`config.mk`:
```
export PLATFORM = sky130hd
export DESIGN_NAME = wb_trace_buffer
export DESIGN_NICKNAME = d
export VERILOG_FILES = /design/src/rtl/wb_trace_buffer.sv
export SDC_FILE = /design/constraint.sdc
export NUM_CORES = 1
export LEC_CHECK = 0
export ABC_AREA = 1
export CAP_MARGIN = 0
export CORE_ASPECT_RATIO = 0.5
export CORE_UTILIZATION = 65
export CTS_BUF_LIST = sky130_fd_sc_hd__clkbuf_16
export DETAILED_ROUTE_END_ITERATION = 7
export PLACE_DENSITY_LB_ADDON = 0.2
export SLEW_MARGIN = 20
export SYNTH_ARGS = -nofsm -noshare
export SYNTH_HDL_FRONTEND = slang
export SYNTH_SLANG_ARGS = --single-unit
```
`constraint.sdc`:
```
create_clock -name clk -period 7.5 [get_ports clk]
set_input_delay 0.75 -clock clk [delete_from_list [all_inputs] [get_ports clk]]
set_output_delay 0.75 -clock clk [all_outputs]
set_load 0.05 [all_outputs]
```
`src/rtl/wb_trace_buffer.sv`:
```
// rtl/wb_trace_buffer.sv - write-back trace capture FIFO with sequence tags and drop accounting
// Head outputs come straight from the storage registers, so nothing combinational reaches them from inputs.
module wb_trace_buffer #(
  parameter int DEPTH     = 16,
  parameter int SEQ_W     = 8,
  parameter int CNT_W     = 16,
  parameter bit FILTER_X0 = 1'b1
) (
  input  logic                     clk,
  input  logic                     reset,
  input  logic                     capture_en,
  input  logic                     clear,
  input  logic                     wb_valid,
  input  logic [4:0]               wb_rd,
  input  logic [31:0]              wb_data,
  output logic                     out_valid,
  input  logic                     out_ready,
  output logic [SEQ_W-1:0]         out_seq,
  output logic [4:0]               out_rd,
  output logic [31:0]              out_data,
  output logic [$clog2(DEPTH):0]   count,
  output logic                     full,
  output logic                     overflow,
  output logic [CNT_W-1:0]         drop_count
);

  localparam int AW = $clog2(DEPTH);
  localparam int CW = AW + 1;
  localparam int EW = SEQ_W + 5 + 32;

  logic [EW-1:0]    mem [DEPTH];
  logic [AW-1:0]    wr_ptr;
  logic [AW-1:0]    rd_ptr;
  logic [CW-1:0]    cnt;
  logic [SEQ_W-1:0] seq;
  logic [EW-1:0]    head;
  logic             evt;
  logic             push;
  logic             pop;
  logic             drop;

  // Filtered x0 writes never consume a sequence number.
  assign evt  = capture_en && wb_valid && !(FILTER_X0 && (wb_rd == 5'd0));
  assign pop  = out_valid && out_ready;
  assign push = evt && (!full || pop);
  assign drop = evt && full && !pop;

  assign out_valid = (cnt != '0);
  assign full      = (cnt == CW'(DEPTH));
  assign count     = cnt;
  assign head      = mem[rd_ptr];
  assign {out_seq, out_rd, out_data} = out_valid ? head : '0;

  always_ff @(posedge clk) begin
    if (reset || clear) begin
      wr_ptr     <= '0;
      rd_ptr     <= '0;
      cnt        <= '0;
      seq        <= '0;
      overflow   <= 1'b0;
      drop_count <= '0;
    end else begin
      if (push) wr_ptr <= wr_ptr + 1'b1;
      if (pop)  rd_ptr <= rd_ptr + 1'b1;
      if (push && !pop)      cnt <= cnt + 1'b1;
      else if (pop && !push) cnt <= cnt - 1'b1;
      // Dropped events still burn a tag so consumers see the gap.
      if (evt) seq <= seq + 1'b1;
      if (drop) begin
        overflow <= 1'b1;
        if (drop_count != '1) drop_count <= drop_count + 1'b1;
      end
    end
  end

  // When full with a concurrent pop, wr_ptr equals rd_ptr: the head is read this cycle and replaced at the edge.
  always_ff @(posedge clk) begin
    if (!reset && !clear && push) mem[wr_ptr] <= {seq, wb_rd, wb_data};
  end

endmodule

```
==> run_1/detail.png <==
Scale bar: 20 um. Window x 53 to 103, y 14 to 64 um. Cells in grey, sequential cells in the stronger grey; small squares are vias.
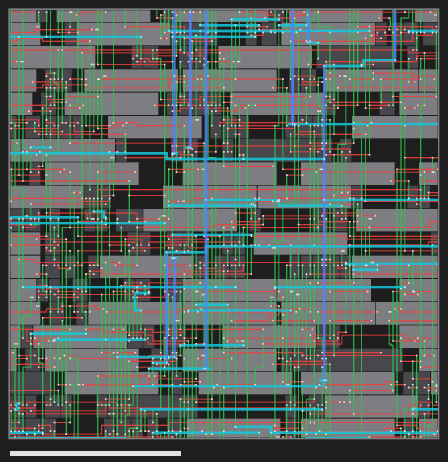
Blue stands for metal 4. Cyan stands for metal 3. Red stands for metal 1. Green stands for metal 2.
Most frequent: nand2_1 (67), nand3_1 (43), edfxtp_1 (42). Sequential cells in the window: 42. Netlist names of flops here include mem (42). 168 logic cells have their middle in the window.

==> run_1/metal_density.png <==
Scale bar: 100 um. The die is cut into 31 by 16 equal tiles; black is low, pale yellow is high, scaled to the fullest tile. Values are wire area over tile area, all layers added.
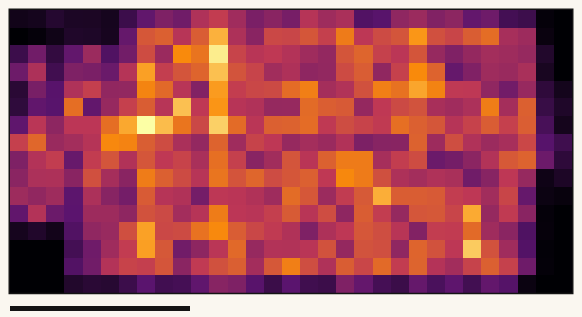
5.2% of the tiles are nearly empty. 41% of the tiles are over half the peak. The mean over all tiles is 0.26. The fullest tile reaches 0.59.

==> run_1/placement.png <==
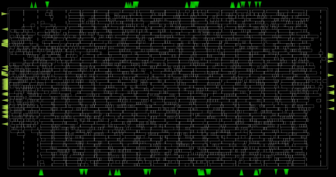
filler instances: 2,941
Finished Core Util: 73.2%
Finished Layout Cells: 3,454

==> run_1/flops_by_reg.png <==
Other sequential cells in the stronger grey, the rest of the logic in the fainter grey.
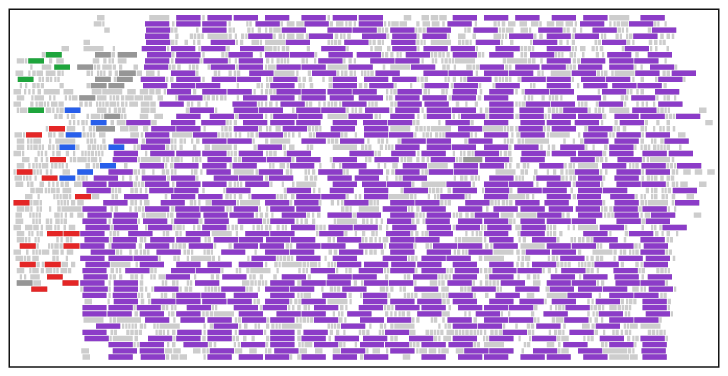
Purple stands for mem, sequential cells 720, where widely spread. Red stands for drop_count, sequential cells 16. Green stands for count, sequential cells 5, where upper left. Blue stands for seq, sequential cells 8, where middle left.
Another 13 sequential cells are not coloured.
sequential group power: 4680 uW
Seq/total area: 65.1%
register area: 22,500 um2

==> impl_metrics.yaml, run 1 <==
# physical design summary
outcome:
  status: "complete, no violations"
clock_tree:
  clock_latency_ps: 600
  cts_root_buf: "clkbuf_16"
  cts.sinks: 762
  htree_levels: 2
  cts_tree: "yes"
floorplanning:
  dieArea_um2: 49000
  io-pin-count: 112
  core_area_um2: 47200
  die_x_um: 312
worst_hold_path:
  min_to: "overflow"
  hold_start: "overflow"
global_route:
  overflow: 0
power_and_ir_drop:
  switching_power_uw: 2130
  fin_total_pwr_uw: 8700
  power_frac_comb_pct: 10.3
  power_density_nw_per_um2: 252
  swShare_pct: 24.4
  p_leak_uw: 0.0122
  power_frac_clock_pct: 36.0
setup_path:
  critPathCapture: "out_data[12]"
  rr_endpoint: "mem[3][17]"
  reg2regPathDepth: 7
  critPathLaunchType: "register"
placed_design:
  place_inst: 3342
  gp_congestion: 0.799
logic_synthesis:
  yosys_warnings: 0
  ys.flop_type: "edfxtp_1"
  yosysTopAreaCell: "edfxtp_1"
  top_cell: "nand2_1"
  fp_nets: 2776
  async_flop_share_pct: 0
  syn_avg_cell_area_um2: 11.5
  aoi_share_pct: 1.60
  synth_cell_types: 31
timing:
  worst_pin_slew_ps: 1120
  fmax_ghz: 0.183
  finalSetupViolCount: 0
layout:
  final_nets: 2822
  antenna_cells: 0
drt:
  drt_iter0_markers: 3027
  drt_wl_total_um: 74400
[run 1: area by class of cell]
type                    count  area (um2)  share of cell area (%)
repair buffers            140        1340                    3.88
inverters                  47         198                   0.572
flip-flops and latches    762       22500                    65.1
multi-input cells        1755        7820                    22.6
well taps                 638         798                    2.31
clock inverters            51         378                    1.09
clock buffers              61        1530                    4.42
[run 1: critical path: stages (launching register included)]
cell and delay (ps):
dfxtp_4 860, clkinv_8 790, buf_4 710, nand2_1 190, nand3_1 110, nand3_1 140
nand2_1 70, nand2_1 60, a21oi_1 130, clkdlybuf4s50_1 770
[run 1: per-layer routing]
metal / track usage (%) / routed length [um] / vias up
li1: - / - / 9556
met1: 43.6 / 29500 / 10100
met2: 48.6 / 35000 / 1315
met3: 5.30 / 8170 / 155
met4: 8.43 / 1720 / 0
met5: 0 / 0 / -
==> run 2: changes to the inputs <==
--- a/config.mk
+++ b/config.mk
@@ -8,7 +8,7 @@
 export ABC_AREA = 1
 export CAP_MARGIN = 0
 export CORE_ASPECT_RATIO = 0.5
-export CORE_UTILIZATION = 65
+export CORE_UTILIZATION = 55
 export CTS_BUF_LIST = sky130_fd_sc_hd__clkbuf_16
 export DETAILED_ROUTE_END_ITERATION = 7
 export PLACE_DENSITY_LB_ADDON = 0.2
==> constraint.sdc (replaced) <==
create_clock -name clk -period 4.9 [get_ports clk]
set_input_delay 0.49 -clock clk [delete_from_list [all_inputs] [get_ports clk]]
set_output_delay 0.49 -clock clk [all_outputs]
set_load 0.05 [all_outputs]
==> run_2/detail.png <==
Scale bar: 20 um. Window x 60 to 110, y 18 to 68 um. Cells in grey, sequential cells in the stronger grey; small squares are vias.
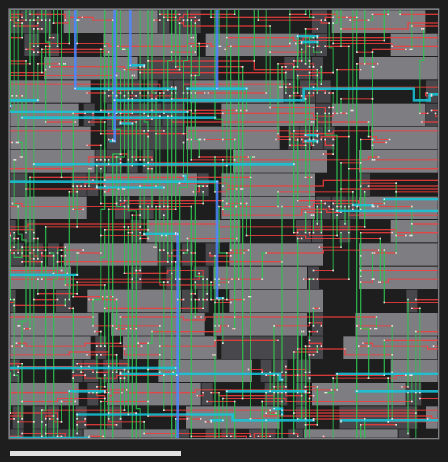
Blue stands for metal 4. Red stands for metal 1. Cyan stands for metal 3. Green stands for metal 2.
Netlist names of flops here include mem (46). Most frequent: nand2_1 (50), edfxtp_1 (46), nand3_1 (32). 140 logic cells have their middle in the window. Sequential cells in the window: 46.

==> run_2/flops_by_reg.png <==
Other sequential cells in the stronger grey, the rest of the logic in the fainter grey.
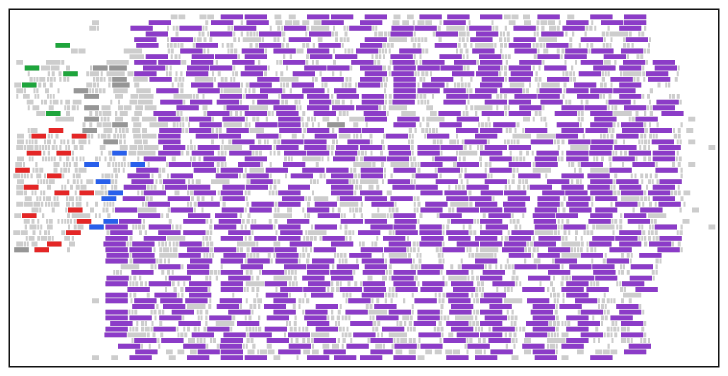
Purple stands for mem, sequential cells 720, where widely spread. Blue stands for seq, sequential cells 8, where middle left. Red stands for drop_count, sequential cells 16, where middle left. Green stands for count, sequential cells 5, where upper left.
Finished Core Util: 62.7%
sequential group power: 7130 uW
Seq/total area: 64.2%

==> impl_metrics.yaml, run 2 <==
# physical design summary
power_and_ir_drop:
  p_leak_uw: 0.0124
  power_density_nw_per_um2: 382
  power_frac_clock_pct: 36.1
  power_frac_comb_pct: 10.6
  swShare_pct: 24.6
global_route:
  overflow: 0
  met3_usage_pct: 3.87
  use_met1_pct: 37.9
clock_tree:
  htree_levels: 3
  cts_root_buf: "clkbuf_16"
  clock_latency_ps: 600
drt:
  wl_met2_um: 34100
  top_layer: "met4"
  drt_iter0_markers: 2400
logic_synthesis:
  async_flop_share_pct: 0
  synth_cell_types: 31
  top_cell: "nand2_1"
worst_hold_path:
  hold_start: "rd_ptr[2]"
layout:
  antenna_cells: 0
  final_nets: 2843
floorplanning:
  io-pin-count: 112
  dieArea_um2: 57900
setup_path:
  cp_num_buf_inv: 3
  path_cells: "buf_12, buf_12, nand2_1, nand3_1, nand3_1, nand2_1, nand2_1, a21oi_1, clkdlybuf4s50_1"
  cp_slowest_cell: "clkdlybuf4s50_1"
  path_depth: 9
outcome:
  status: "complete, no violations"
timing:
  finalSetupViolCount: 0
placed_design:
  gp_congestion: 0.810
==> run 2: final cells by class <==
class                      instances  area, um2
fill                            4230      20900
timing repair buffer             156       1650
clock buffer                      68       1700
sequential                       762      22500
multi-input combinational       1755       7820
inverter                          47        199
clock inverter                    44        223
tap                              756        946
==> run 2: cells by family after synthesis <==
family                   after synthesis  synth area share [%]
adder cells (fa/ha/maj)               12                 0.504
buffers and inverters                204                  3.55
XOR/XNOR                               9                 0.252
AND-OR/OR-AND                         92                  1.60
flip-flops                           762                  71.8
AND/OR/NAND/NOR                     1642                  22.3
==> run 2: tightest hold or removal path: stages, from the launching register on <==
cell and delay (ps):
dfxtp_1 330, inv_1 50, a21oi_1 60
Power and IR drop assume default switching activity.
